--- src/rtl/program_loader.sv ---
// rtl/program_loader.sv - byte-serial framed loader that fills instruction memory
// and holds the CPU until a checksum-verified image is in place.
module program_loader #(
  parameter int DEPTH  = 1024,
  parameter int ADDR_W = 10
) (
  input  logic              clock,
  input  logic              reset_n,
  input  logic [7:0]        in_data,
  input  logic              in_valid,
  output logic              in_ready,
  output logic              imem_we,
  output logic [ADDR_W-1:0] imem_addr,
  output logic [31:0]       imem_wdata,
  output logic              cpu_hold,
  output logic              load_done,
  output logic              load_error
);

  typedef enum logic [2:0] {
    IDLE, LEN_HI, LEN_LO, DATA, WRITE, CSUM, DONE, ERROR
  } state_t;

  localparam logic [7:0]  HEADER  = 8'hA5;
  localparam logic [15:0] DEPTH16 = 16'(DEPTH);

  state_t            state_q;
  logic [7:0]        cnt_hi_q;
  logic [15:0]       cnt_q;
  logic [ADDR_W:0]   waddr_q;
  logic [1:0]        byte_idx_q;
  logic [23:0]       word_q;
  logic [7:0]        csum_q;
  logic [ADDR_W-1:0] imem_addr_q;
  logic [31:0]       imem_wdata_q;

  logic              accept;
  logic [15:0]       count_d;
  logic [ADDR_W:0]   waddr_d;

  assign accept  = in_valid && in_ready;
  assign count_d = {cnt_hi_q, in_data};
  // One extra address bit lets N==DEPTH reach its terminal count without wrapping.
  assign waddr_d = waddr_q + {{ADDR_W{1'b0}}, 1'b1};

  always_ff @(posedge clock or negedge reset_n) begin
    if (!reset_n) begin
      state_q      <= IDLE;
      cnt_hi_q     <= '0;
      cnt_q        <= '0;
      waddr_q      <= '0;
      byte_idx_q   <= '0;
      word_q       <= '0;
      csum_q       <= '0;
      imem_addr_q  <= '0;
      imem_wdata_q <= '0;
    end else begin
      case (state_q)
        IDLE, DONE, ERROR: begin
          if (accept && in_data == HEADER) state_q <= LEN_HI;
        end
        LEN_HI: begin
          if (accept) begin
            cnt_hi_q <= in_data;
            state_q  <= LEN_LO;
          end
        end
        LEN_LO: begin
          if (accept) begin
            cnt_q <= count_d;
            if (count_d == 16'd0 || count_d > DEPTH16) begin
              state_q <= ERROR;
            end else begin
              waddr_q    <= '0;
              byte_idx_q <= '0;
              csum_q     <= '0;
              state_q    <= DATA;
            end
          end
        end
        DATA: begin
          if (accept) begin
            word_q     <= {word_q[15:0], in_data};
            csum_q     <= csum_q ^ in_data;
            byte_idx_q <= byte_idx_q + 2'd1;
            if (byte_idx_q == 2'd3) begin
              imem_wdata_q <= {word_q, in_data};
              imem_addr_q  <= waddr_q[ADDR_W-1:0];
              state_q      <= WRITE;
            end
          end
        end
        WRITE: begin
          waddr_q <= waddr_d;
          state_q <= (16'(waddr_d) == cnt_q) ? CSUM : DATA;
        end
        CSUM: begin
          if (accept) state_q <= (in_data == csum_q) ? DONE : ERROR;
        end
        default: state_q <= IDLE;
      endcase
    end
  end

  assign in_ready   = (state_q != WRITE);
  assign imem_we    = (state_q == WRITE);
  assign imem_addr  = imem_addr_q;
  assign imem_wdata = imem_wdata_q;
  assign cpu_hold   = (state_q != DONE);
  assign load_done  = (state_q == DONE);
  assign load_error = (state_q == ERROR);

endmodule

--- config.mk ---
export PLATFORM = sky130hd
export DESIGN_NAME = program_loader
export DESIGN_NICKNAME = d
export VERILOG_FILES = /design/src/rtl/program_loader.sv
export SDC_FILE = /design/constraint.sdc
export NUM_CORES = 1
export LEC_CHECK = 0
export ABC_AREA = 0
export ABC_CLOCK_PERIOD_IN_PS = 2860
export CORE_AREA = 10 10 143 145
export CTS_BUF_LIST = sky130_fd_sc_hd__clkbuf_4 sky130_fd_sc_hd__clkbuf_8
export DETAILED_ROUTE_END_ITERATION = 8
export DIE_AREA = 0 0 153 155
export GPL_TIMING_DRIVEN = 1
export PLACE_DENSITY = 0.52
export SYNTH_ARGS = -nofsm -noshare
export SYNTH_HDL_FRONTEND = slang
export SYNTH_SLANG_ARGS = --single-unit
--- constraint.sdc ---
create_clock -name clock -period 2.86 [get_ports clock]
set_input_delay 0.572 -clock clock [delete_from_list [all_inputs] [get_ports clock]]
set_output_delay 0.572 -clock clock [all_outputs]
set_load 0.05 [all_outputs]
### Clock distribution, run 1

Scale: 3 px per um.
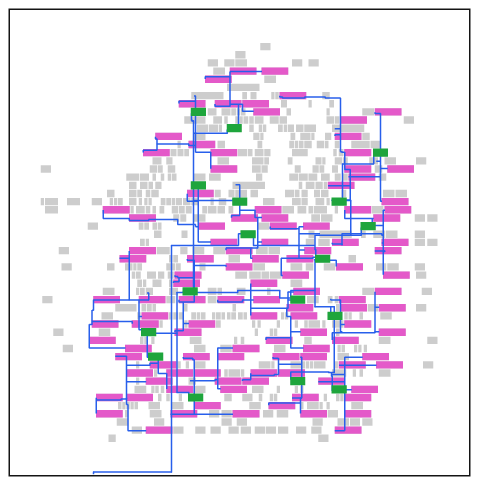
green -> clock drivers  # count 17
blue -> clock wires  # length 1,540 um
magenta -> flip-flops  # count 114
routed clock nets = 18

### The clock network, run 1

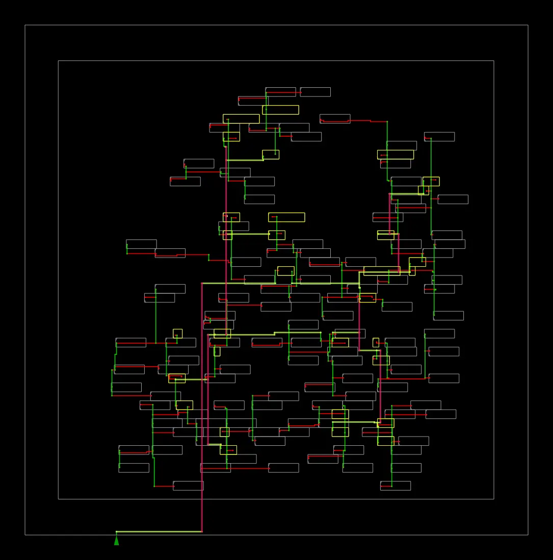
worst skew pair latency: 0.45 ns
# clk buffers: 21
Seq cells: 114
Max Clock Skew: 0.0136 ns
TritonCTS Buffers: 17

### Gate-type map, run 1

Scale: 2 px per um.
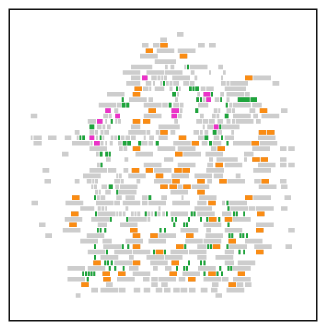
green -> nand cells  # cells 114, most used nand2_1
magenta -> non-inverting ao/oa cells  # cells 11
orange -> mux cells  # cells 66, most used mux2_2

### Metal layers overlaid, run 1

Scale: 2 px per um.
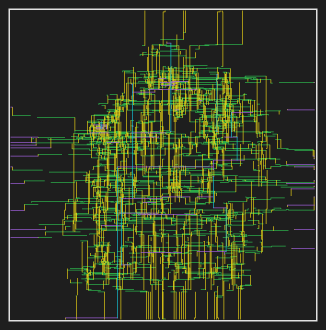
cyan -> metal 4  # wire length 303 um
green -> metal 1  # wire length 6,050 um
yellow -> metal 2  # wire length 5,730 um
purple -> metal 3  # wire length 613 um

## run 1: metal layers
metal  vias to the layer above  GRT usage  share of wire
li1                       1810          -              -
met5                         -          0              0
met4                         0     0.0559          0.024
met2                        98      0.169           0.45
met1                      1935      0.143           0.48
met3                        25     0.0306          0.048
## run 1: placed cells by master, fill, tap and decap left out, types with 4 or more instances in the layout
master,Yosys,routed
and3_1,6,6
o21ai_0,35,35
buf_4,0,21
bufinv_16,0,5
nor4_1,4,4
inv_1,6,6
a21oi_1,9,9
a31oi_1,8,8
xor2_1,6,6
nand3_1,12,12
nor2_1,23,23
clkdlybuf4s50_1,0,52
nand4_1,7,7
mux2_2,66,66
xnor2_1,14,14
dfrtp_1,114,114
clkbuf_8,0,19
nand2_1,91,90
## run 1: cell type report
type                            count  area share
Multi-Input combinational cell    326       0.331
Clock buffer                       21      0.0422
Inverter                            7     0.00401
Sequential cell                   114       0.436
Timing Repair Buffer               78       0.115
Tap cell                          229      0.0438
Clock inverter                     10      0.0277
## run 1: through the flow
stage	cells	hold WS, ns	area (um^2)	util
after floorplan	474	0.276	5150	-
final	785	0.0341	6550	0.371
after detailed placement	754	0.466	6080	0.344
after CTS	785	0.0291	6540	0.370
after global routing	785	0.0402	6550	0.371
after global placement	754	0.458	6080	0.344
## run 1: critical path, delay by kind of cell (launching register included)
family,cells,cell delay [ns]
buffers and inverters,1,0.84
DFF,1,0.53
and+or+nand+nor,2,0.28
## run 1: how the worst max path moves through the flow
stage,end,slack (ns),cells after the start,start
after floorplan,waddr_q[5],0.67,7,state_q[0]
after global placement,waddr_q[5],-0.07,7,in_data[2]
after detailed placement,waddr_q[5],-0.18,7,in_data[3]
after CTS,load_done,0.07,4,state_q[0]
after global routing,waddr_q[2],0.08,7,in_data[1]
final,in_ready,0.19,3,state_q[0]
## run 1: logic make-up after synthesis
logic type      Yosys count  share of synthesized area
fa+ha+maj                 3                    0.00728
simple gates            159                      0.139
compound gates           78                     0.0954
flops                   114                      0.554
buf+inv                  34                     0.0265
mux                      66                      0.144
xor+xnor                 20                     0.0340
## run 1: power groups by stage
| stage | combinational (mW) | clock [mW] | sequential [mW] |
|---|---|---|---|
| 3_3_place_gp | 2.79 | 0 | 2.83 |
| 3_5_place_dp | 2.84 | 0 | 2.85 |
| 2_1_floorplan | 1.51 | 0 | 3.23 |
| 5_1_grt | 3.09 | 1.85 | 2.93 |
| 6_report | 2.83 | 1.74 | 2.82 |
| 4_1_cts | 2.85 | 1.78 | 2.82 |
## run 1: registers in the layout (all words and copies together), names as in the netlist
register and cells:
byte_idx_q 2, cnt_hi_q 8, cnt_q 16, csum_q 8, imem_addr 10, imem_wdata 32
state_q 3, waddr_q 11, word_q 24
==> Changelog: implementation, run 1 <==
### Implementation results

* Worst-path clk slew at 0.07 ns
* Final wirelength at ~13,000 um
* Filler instances at between 1,500 and 2,000
* Initial antenna violation count at 0
* RePlAce Congestion at ~0.84
* Crit share post-route at 0.932
* Sequential-to-total area share from yosys stat at 0.554
* CP cell instances: nor2_1, nand2_1, clkdlybuf4s50_1
* FP Util at 0.292
* CP peak stage delay at 0.84 ns
* RSZ-0062 raised after global routing: no
* Largest net degree at the start of global routing at 63
* Switching part of the total at 0.390
* Power Dens Cells at 1130 nW/um^2
* Crit path DAT at approximately 2.1 ns
* Yosys stat chip area at 5150 um^2
* Top FF cell, synth: dfrtp_1
* Crit end category: primary output
* Clock Tree Buf Depth at 2
* Final WS setup at 0.193 ns
* Sw Pwr at 2.88 mW
* Flop pwr share at 0.382
* Asr flop ratio synth at 1.00
* Overflow after GRT at 0
* TritonCTS clock tree: done
* Slack of the worst reg-to-reg path at 0.36 ns
* Vias at 3,868
* Place WS at -0.178 ns
* TritonCTS Sinks at 114
* Number of enable flip-flop cells at 0
* Fin. Hold Viols at 0
* Pins Over Slew Limit at 0
* YS warnings at 0
* Cts-stage hold buffer count at 0
* N_diodes at 0
* Area occupied by registers at 2850 um^2
* Routed Antenna Nets at 0
* CP startpoint kind: register
* Tool Warnings at 26
* Core Region at approximately 18,000 um^2
* Max-Cap Viols at 0
* Fmax at 0.375 GHz
* Mapped Cells at 474
* WP data required at around 2.3 ns
* Seq cells post-synth at 114
* H-Tree Depth at 4
* Area of the multi-input gates at 2170 um^2
* Ports at 58
* Syn_area_per_cell at 10.9 um^2
* Port bufs at between 50 and 60
* Run status: complete, no violations
* Post-layout minimum cycle time at 2.67 ns
* Unique cell types at 49
* Via density at 4.93
* Rows at 49
* Comb pwr share at 0.383
* Reg2Reg Launch Point: state_q[0]
* R2r endpoint: waddr_q[10]
* Layout cells sized above 1 at 0.227
* Clock power share at 0.235
* GRT Total Usage at 0.111
* CP max FO at 12
* Top cells by area: dfrtp_1 (55%), mux2_2 (14%), nand2_1 (6.6%)
* Top cell area share at 0.554
* Yosys top cell by area: dfrtp_1
* Final setup viols at 0
* Final setup TNS at 0 ns
* Via count of the first global-routing pass at 3,831
* Die Y-Extent at about 160 um
* Final Power at approximately 7.4 mW
* Drt first-iter violations at 313
* Type of the worst min-delay path: primary input to async pin
* Post-CTS setup buffers at 0
* R2R depth at 7
* Cts repair resizes at 0
* Clock Tree Root: clkbuf_8
* Max-slew headroom at the worst pin at 0.390
* Synthesis-to-finish area growth at 27.0%
* WL per Instance at approximately 16 um
* Critical path type: register to primary output
* DRC at 0
* Drt first pass iters at 5
* Die x size at 153 um
* Crit-path slowest cell: clkdlybuf4s50_1
* Syn nets at 488
* First-pass GRT wire length at around 21,000 um
* Synth top cells by count: dfrtp_1 (114), nand2_1 (91), mux2_2 (66)
* DP Wirelength at 9010 um
* Count leader, synth: dfrtp_1
* Post-synthesis cell area at 5150 um^2
* Internal power at 4.50 mW
* Final net count at 558
* Chip Area at around 24,000 um^2
* Static leakage at 3.00 nW
* Worst-case vdd ir drop at 444 uV
* Worst slew pin tran at 0.911 ns
* Ys cells at 474
==> inputs of run 2 (changes only) <==
--- a/config.mk
+++ b/config.mk
@@ -7,10 +7,10 @@
 export LEC_CHECK = 0
 export ABC_AREA = 0
 export ABC_CLOCK_PERIOD_IN_PS = 2860
-export CORE_AREA = 10 10 143 145
+export CORE_AREA = 3 3 136 138
 export CTS_BUF_LIST = sky130_fd_sc_hd__clkbuf_4 sky130_fd_sc_hd__clkbuf_8
 export DETAILED_ROUTE_END_ITERATION = 8
-export DIE_AREA = 0 0 153 155
+export DIE_AREA = 0 0 139 141
 export GPL_TIMING_DRIVEN = 1
 export PLACE_DENSITY = 0.52
 export SYNTH_ARGS = -nofsm -noshare
==> Changelog: implementation, run 2 <==
### Implementation results

* Top cell area share at 0.554 (unchanged)
* DR WL met2 at 5970 um (+4.1%)
* Rows at 48 (-2.0%)
* CP max FO at 12 (unchanged)
* Cts-stage hold buffer count at 0 (unchanged)
* Slack of the worst reg-to-reg path at 0.44 ns (+0.08 ns)
* Post-layout minimum cycle time at 2.71 ns (+0.0438 ns)
* Fin. Hold Viols at 0 (unchanged)
* Met3 routed WL at 477 um (-22%)
* GRT Total Usage at 0.136 (+0.0242)
* Final net count at 561 (+0.54%)
* Synthesis-to-finish area growth at 26.9%
* Reg2Reg Launch Point: waddr_q[5]
* Fin cells at 785 (unchanged)
* Final setup TNS at 0 ns (unchanged)
* Syn_area_per_cell at 10.9 um^2 (unchanged)
* Fmax at 0.369 GHz (-1.6%)
* H-Tree Depth at 4 (unchanged)
* Number of enable flip-flop cells at 0 (unchanged)
* Top routing layer in use: met4
* N_diodes at 0 (unchanged)
* CP peak stage delay at 0.85 ns (about the same)
* RSZ-0062 raised after global routing: no
* Post-synthesis cell area at 5150 um^2 (unchanged)
* DP Area at 6100 um^2 (+0.29%)
* Seq cells post-synth at 114 (unchanged)
* Filler instances at 1,700 (-2.6%)
* CP cell instances: nor2_1, nand2_1, clkdlybuf4s50_1
* FP Util at 0.298 (+0.00608)
* Top cells by area: dfrtp_1 (55%), mux2_2 (14%), nand2_1 (6.6%)
* Area occupied by registers at 2850 um^2 (unchanged)
* Critical path type: register to primary output
* Worst skew pair latency at 0.43 ns (-0.02 ns)
* WP data required at 2.29 ns (about the same)
* Via count of the first global-routing pass at 3,775 (-1.5%)
* Type of the worst min-delay path: primary input to async pin
* Run status: complete, no violations
* Mux share at 0.144 (unchanged)
* Sequential-to-total area share from yosys stat at 0.554 (unchanged)
* Place WS at -0.162 ns (+0.0155 ns)
* Die x size at 139 um (-9.2%)
* Largest net degree at the start of global routing at 56 (-11%)
* Crit share post-route at 0.948 (+0.0153)
* Power Dens Cells at 1110 nW/um^2 (-1.4%)
* Synth top cells by count: dfrtp_1 (114), nand2_1 (91), mux2_2 (66)
* Yosys stat chip area at 5150 um^2 (unchanged)
* Ports at 58 (unchanged)
* Crit-path slowest cell: clkdlybuf4s50_1
* Port bufs at 57 (unchanged)
* CP startpoint kind: register
* YS warnings at 0 (unchanged)
* Worst-path clk slew at 0.08 ns (about the same)
* Final wirelength at 12,600 um (-0.90%)
* Die Y-Extent at 141 um (-9.0%)
* XOR/XNOR Area Share at 0.0340 (unchanged)
* Initial antenna violation count at 0 (unchanged)
* Core Region at 17,300 um^2 (-2.0%)
* TritonCTS Buffers at 17 (unchanged)
* Vias at 3,812 (-1.4%)
* Drt first pass iters at 4 (-1)
* Mapped Cells at 474 (unchanged)
* Chip Area at 19,600 um^2 (-17%)
* Max Clock Skew at 0.0132 ns (-0.000406 ns)
* TritonCTS clock tree: done
* Overflow after GRT at 0 (unchanged)
* Top FF cell, synth: dfrtp_1
* Max-slew headroom at the worst pin at 0.411 (+0.0212)
* Static leakage at 2.99 nW (-0.43%)
* Crit end category: primary output
* Max-Cap Viols at 0 (unchanged)
* Layout cells sized above 1 at 0.234 (+0.00731)
* Crit path DAT at 2.14 ns (+0.05 ns)
run 2: cell counts after synthesis:
Identical to the previous run, type by type.
run 2: metrics by stage:
stage / util / hold slack [ns] / power (mW)
after global routing: 0.378 / 0.209 / 7.76
after floorplan: - / 0.276 / 4.75
after global placement: 0.353 / 0.457 / 5.62
after CTS: 0.377 / 0.184 / 7.33
final: 0.378 / 0.182 / 7.27
after detailed placement: 0.353 / 0.462 / 5.69
run 2: routing by layer:
metal  vias up  track usage
met2        76        0.207
met5         -            0
li1       1813            -
met3        13       0.0339
met1      1910        0.192
met4         0       0.0407
run 2: where the power goes:
group          switching [mW]  total [mW]  leakage [nW]  internal (mW)
Clock                   0.723        1.62         0.206          0.896
Combinational            1.67        2.84          1.30           1.17
Sequential              0.565        2.81          1.48           2.24
Total                    2.96        7.27          2.99           4.31
run 2: cell families (layout without fill, tap and decap cells):
kind of cell	after synthesis	in the layout
and+or+nand+nor	159	159
DFF	114	114
AOI/OAI and AO/OA	78	78
muxes	66	66
buffers and inverters	34	120
xor gates and xnor gates	20	20
adders and majority gates	3	3
run 2: layout make-up:
type | count | area share
Tap cell | 225 | 0.0431
Sequential cell | 114 | 0.436
Timing Repair Buffer | 81 | 0.119
Clock buffer | 18 | 0.0379
Inverter | 7 | 0.00402
Clock inverter | 14 | 0.0274
Multi-Input combinational cell | 326 | 0.332
run 2: repair_timing:
item | in CTS | in global routing
setup endpoints to repair | 0 | 5
gates resized | 0 | 4
buffers inserted | 0 | 0
run 2: worst max-delay path: cells and delay by family, from the launching register on:
family | cells | cell delay [ns]
buffers and inverters | 1 | 0.85
flip-flops | 1 | 0.56
AND/OR/NAND/NOR | 2 | 0.30
run 2: worst max-delay path by stage:
| stage | startpoint | endpoint | cells past startpoint |
|---|---|---|---|
| 2_1_floorplan | state_q[0] | waddr_q[5] | 7 |
| 3_3_place_gp | in_data[5] | waddr_q[8] | 7 |
| 3_5_place_dp | in_data[3] | waddr_q[8] | 7 |
| 4_1_cts | state_q[0] | load_done | 4 |
| 5_1_grt | state_q[0] | in_ready | 3 |
| 6_report | state_q[0] | in_ready | 3 |
### Gate-type map, run 2

Scale: 2 px per um.
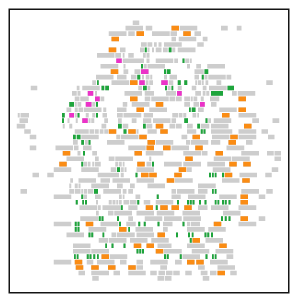
green -> nand cells  # cells 114, most used nand2_1
orange -> mux cells  # cells 66, most used mux2_2
magenta -> non-inverting ao/oa cells  # cells 11

### The clock network, run 2

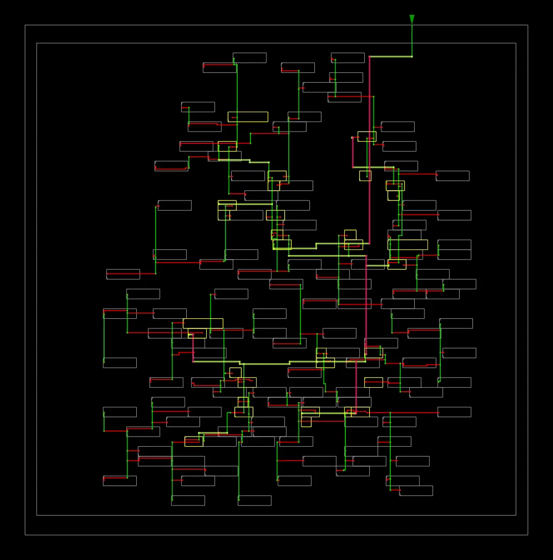
TritonCTS Sinks: 114
Clk. pwr: 1.62 mW

### Metal layers overlaid, run 2

Scale: 2 px per um.
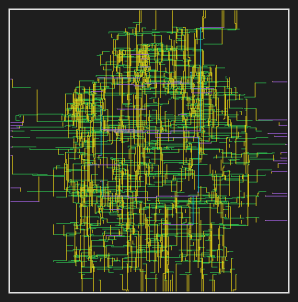

==> inputs of run 3 (changes only) <==
--- a/config.mk
+++ b/config.mk
@@ -6,13 +6,13 @@
 export NUM_CORES = 1
 export LEC_CHECK = 0
 export ABC_AREA = 0
-export ABC_CLOCK_PERIOD_IN_PS = 2860
+export ABC_CLOCK_PERIOD_IN_PS = 2400
 export CORE_AREA = 3 3 136 138
 export CTS_BUF_LIST = sky130_fd_sc_hd__clkbuf_4 sky130_fd_sc_hd__clkbuf_8
 export DETAILED_ROUTE_END_ITERATION = 8
 export DIE_AREA = 0 0 139 141
 export GPL_TIMING_DRIVEN = 1
-export PLACE_DENSITY = 0.52
+export PLACE_DENSITY = 0.54
 export SYNTH_ARGS = -nofsm -noshare
 export SYNTH_HDL_FRONTEND = slang
 export SYNTH_SLANG_ARGS = --single-unit
==> constraint.sdc (replaced) <==
create_clock -name clock -period 2.4 [get_ports clock]
set_input_delay 0.48 -clock clock [delete_from_list [all_inputs] [get_ports clock]]
set_output_delay 0.48 -clock clock [all_outputs]
set_load 0.05 [all_outputs]
### Metal layers overlaid, run 3

Scale: 2 px per um.
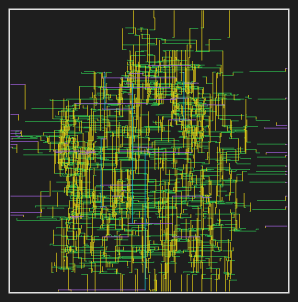
yellow -> metal 2  # wire length 5,890 um
cyan -> metal 4  # wire length 214 um
green -> metal 1  # wire length 6,080 um
purple -> metal 3  # wire length 567 um

==> Changelog: implementation, run 3 <==
### Implementation results

* Run status: complete, no violations
* Max-slew headroom at the worst pin at 0.586 (+0.174)
* Post-CTS setup buffers at 0 (unchanged)
* RePlAce Congestion at just over 0.9
* Filler instances at 1,712 (+0.71%)
* Final Power at 8.79 mW (+21%)
* Final wirelength at 12,700 um (+1.3%)
* Critical path type: register to register
* Top cell area share at 0.554 (unchanged)
* Area occupied by registers at 2860 um^2 (+0.13%)
* Ys cells at 474
* Place WS at -0.0847 ns (+0.0777 ns)
* Routed Antenna Nets at 0
* N_diodes at 0 (unchanged)
* TritonCTS Sinks at 114 (unchanged)
* DP Area at 6220 um^2 (+2.0%)
* Die Y-Extent at 141 um (unchanged)
* H-Tree Depth at 4 (unchanged)
* Drt first pass iters at 4 (unchanged)
* Final net count at 577 (+2.9%)
* Yosys top cell by area: dfrtp_1
* Drt first-iter violations at 269
* Internal power at 5.20 mW (+21%)
* Area of the multi-input gates at between 2000 and 2500 um^2
* Final setup viols at 0
* Syn_area_per_cell at 10.9 um^2 (unchanged)
* Via density at 4.81
* Worst slew pin tran at between 0.6 and 0.7 ns
* Tool Warnings at 28
* CP startpoint kind: register
* Clock power share at 0.211 (-0.012)
* Die x size at 139 um (unchanged)
* Pins Over Slew Limit at 0
* TritonCTS clock tree: done
* Post-route cell area at 6670 um^2
* GRT Total Usage at 0.138 (+0.00257)
* Slack of the worst reg-to-reg path at 0.13 ns (-0.31 ns)
* WL per Instance at about 16 um
* Sw Pwr at 3.60 mW (+22%)
* WP data required at 2.73 ns (+0.44 ns)
* Crit share post-route at 0.947
* DRC at 0
* Crit end category: register
* Port bufs at 57 (unchanged)
* Clock Tree Buf Depth at 2
* Synthesis-to-finish area growth at 29.5%
* GR Util met2 at 0.216 (+0.00972)
* Post-synthesis cell area at 5150 um^2 (unchanged)
* Grt peak-use layer: met2
* Count leader, synth: dfrtp_1
* First-pass GRT wire length at 21,600 um
* Ports at 58 (unchanged)
* Top FF cell, synth: dfrtp_1
* Rows at 48 (unchanged)
* Top cells excl fill/tap: dfrtp_1 (111), nand2_1 (90), mux2_2 (66), clkdlybuf4s50_1 (51), buf_4 (43)
* Final setup TNS at 0 ns (unchanged)
* Clock Tree Root: clkbuf_8
* Met1 GRT Util at 0.187 (-0.00458)
* Max-Cap Viols at 0 (unchanged)
* Cts-stage hold buffer count at 0 (unchanged)
* Worst-path clk slew at 0.08 ns (about the same)
* Type of the worst min-delay path: primary input to async pin
* Vias at 3,851 (+1.0%)
* Power Dens Cells at 1320 nW/um^2 (+19%)
* Unique cell types at 49
* Crit path DAT at 2.60 ns (+0.46 ns)
* Sequential-to-total area share from yosys stat at 0.554 (unchanged)
* Seq cells post-synth at 114 (unchanged)
* YS warnings at 0 (unchanged)
* TritonCTS Buffers at 17 (unchanged)
* Post-layout minimum cycle time at 2.27 ns
* Fmax at 0.440 GHz
* FP Util at 0.298 (unchanged)
* Worst-case vdd ir drop at 465 uV
* Layout Utilization at 0.386 (+0.00781)
* Via count of the first global-routing pass at 4,004 (+6.1%)
* Number of enable flip-flop cells at 0 (unchanged)
* Flop pwr share at 0.376 (-0.010)
* M3 GR Usage at 0.0360 (+0.00204)
* Final WS setup at 0.127 ns
* Static leakage at 3.03 nW (+1.3%)
* CP max FO at 4 (-8)
* Synth top cells by count: dfrtp_1 (114), nand2_1 (91), mux2_2 (66)
* DP Wirelength at 8760 um
* Commonest Layout Cell: dfrtp_1
* RSZ-0062 raised after global routing: no
* Max reg flops at 32
* Fin. Hold Viols at 0 (unchanged)
* Top cells by area: dfrtp_1 (55%), mux2_2 (14%), nand2_1 (6.6%)
* Switching part of the total at 0.409 (+0.00188)
* Comb pwr share at 0.414 (+0.023)
* Mapped Cells at 474 (unchanged)
* Core Region at 17,300 um^2 (unchanged)
* Yosys stat chip area at 5150 um^2 (unchanged)
* Asr flop ratio synth at 1.00
* Initial antenna violation count at 0 (unchanged)
* Chip Area at 19,600 um^2 (unchanged)
* Layout cells sized above 1 at 0.271 (+0.0369)
* Largest net degree at the start of global routing at 115 (+110%)
* Overflow after GRT at 0 (unchanged)
* Syn nets at between 400 and 500
### The clock network, run 3

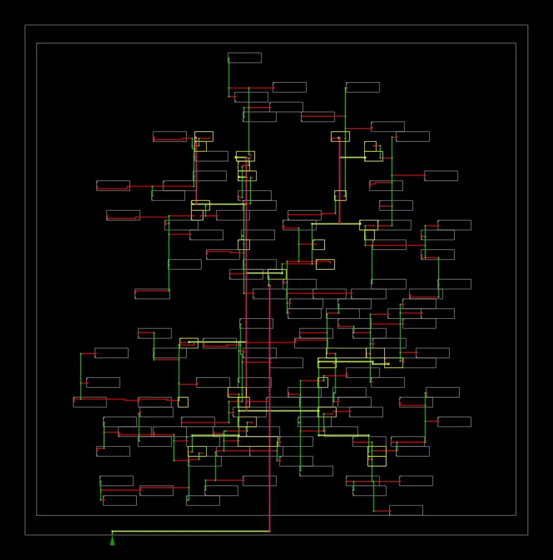
worst skew pair latency: 0.44 ns
Clk. pwr: 1.85 mW
Max Clock Skew: 0.00954 ns

## run 3: cell counts after synthesis
Identical to the previous run, type by type.
## run 3: worst max-delay path, cell delays in order (launching register included)
cell	delay [ns]
dfrtp_2	0.43
nand3_4	0.09
or3_4	0.39
o32a_1	0.38
a2111oi_4	0.41
buf_4	0.18
nand3_1	0.07
a31o_1	0.22
## run 3: path summary, 6_finish.rpt
| kind | startpoint | to | depth (start not counted) |
|---|---|---|---|
| worst max-delay path | waddr_q[0] | state_q[1] | 7 |
| worst min-delay path | reset_n | imem_wdata[17] | 2 |
| worst max register to register | waddr_q[0] | state_q[1] | 7 |
| worst min register to register | word_q[19] | word_q[19] | 2 |
| max in group asynchronous | reset_n | waddr_q[1] | 2 |
| min in group clock | word_q[19] | word_q[19] | 2 |
## run 3: routing by layer
layer / part of all wire / routed length, um / vias to the layer above
met5: 0 / 0 / -
met4: 0.017 / 214 / 0
met3: 0.044 / 567 / 15
met2: 0.46 / 5890 / 89
met1: 0.48 / 6080 / 1900
li1: - / - / 1847
## run 3: cell families after synthesis
kind of cell / synth area share
XOR/XNOR: 0.0340
multiplexers: 0.144
buffers and inverters: 0.0265
flip-flops: 0.554
adder cells (fa/ha/maj): 0.00728
AND-OR/OR-AND: 0.0954
AND/OR/NAND/NOR: 0.139
## run 3: repair_timing
| action | CTS | global route |
|---|---|---|
| endpoints found under the setup margin | 2 | 2 |
| pin swaps | 2 | 3 |
| resized | 2 | 5 |
## run 3: final cells by class
type / instances / share of cell area
Inverter: 7 / 0.00450
Clock inverter: 13 / 0.0229
Tap cell: 225 / 0.0422
Sequential cell: 114 / 0.428
Multi-Input combinational cell: 326 / 0.329
Clock buffer: 19 / 0.0392
Timing Repair Buffer: 97 / 0.134
## run 3: power groups by stage
stage / Sequential, mW / Clock [mW] / Combinational, mW
after floorplan: 3.85 / 0 / 1.80
after global placement: 3.30 / 0 / 3.52
after detailed placement: 3.33 / 0 / 3.61
after CTS: 3.29 / 1.91 / 3.65
after global routing: 3.43 / 1.99 / 3.98
final: 3.30 / 1.85 / 3.64
## run 3: metrics by stage
stage / cells / hold WS, ns
after floorplan: 474 / 0.184
after global placement: 769 / 0.456
after CTS: 801 / 0.125
after detailed placement: 769 / 0.464
final: 801 / 0.0939
after global routing: 801 / 0.149
Power and IR drop assume default switching activity.
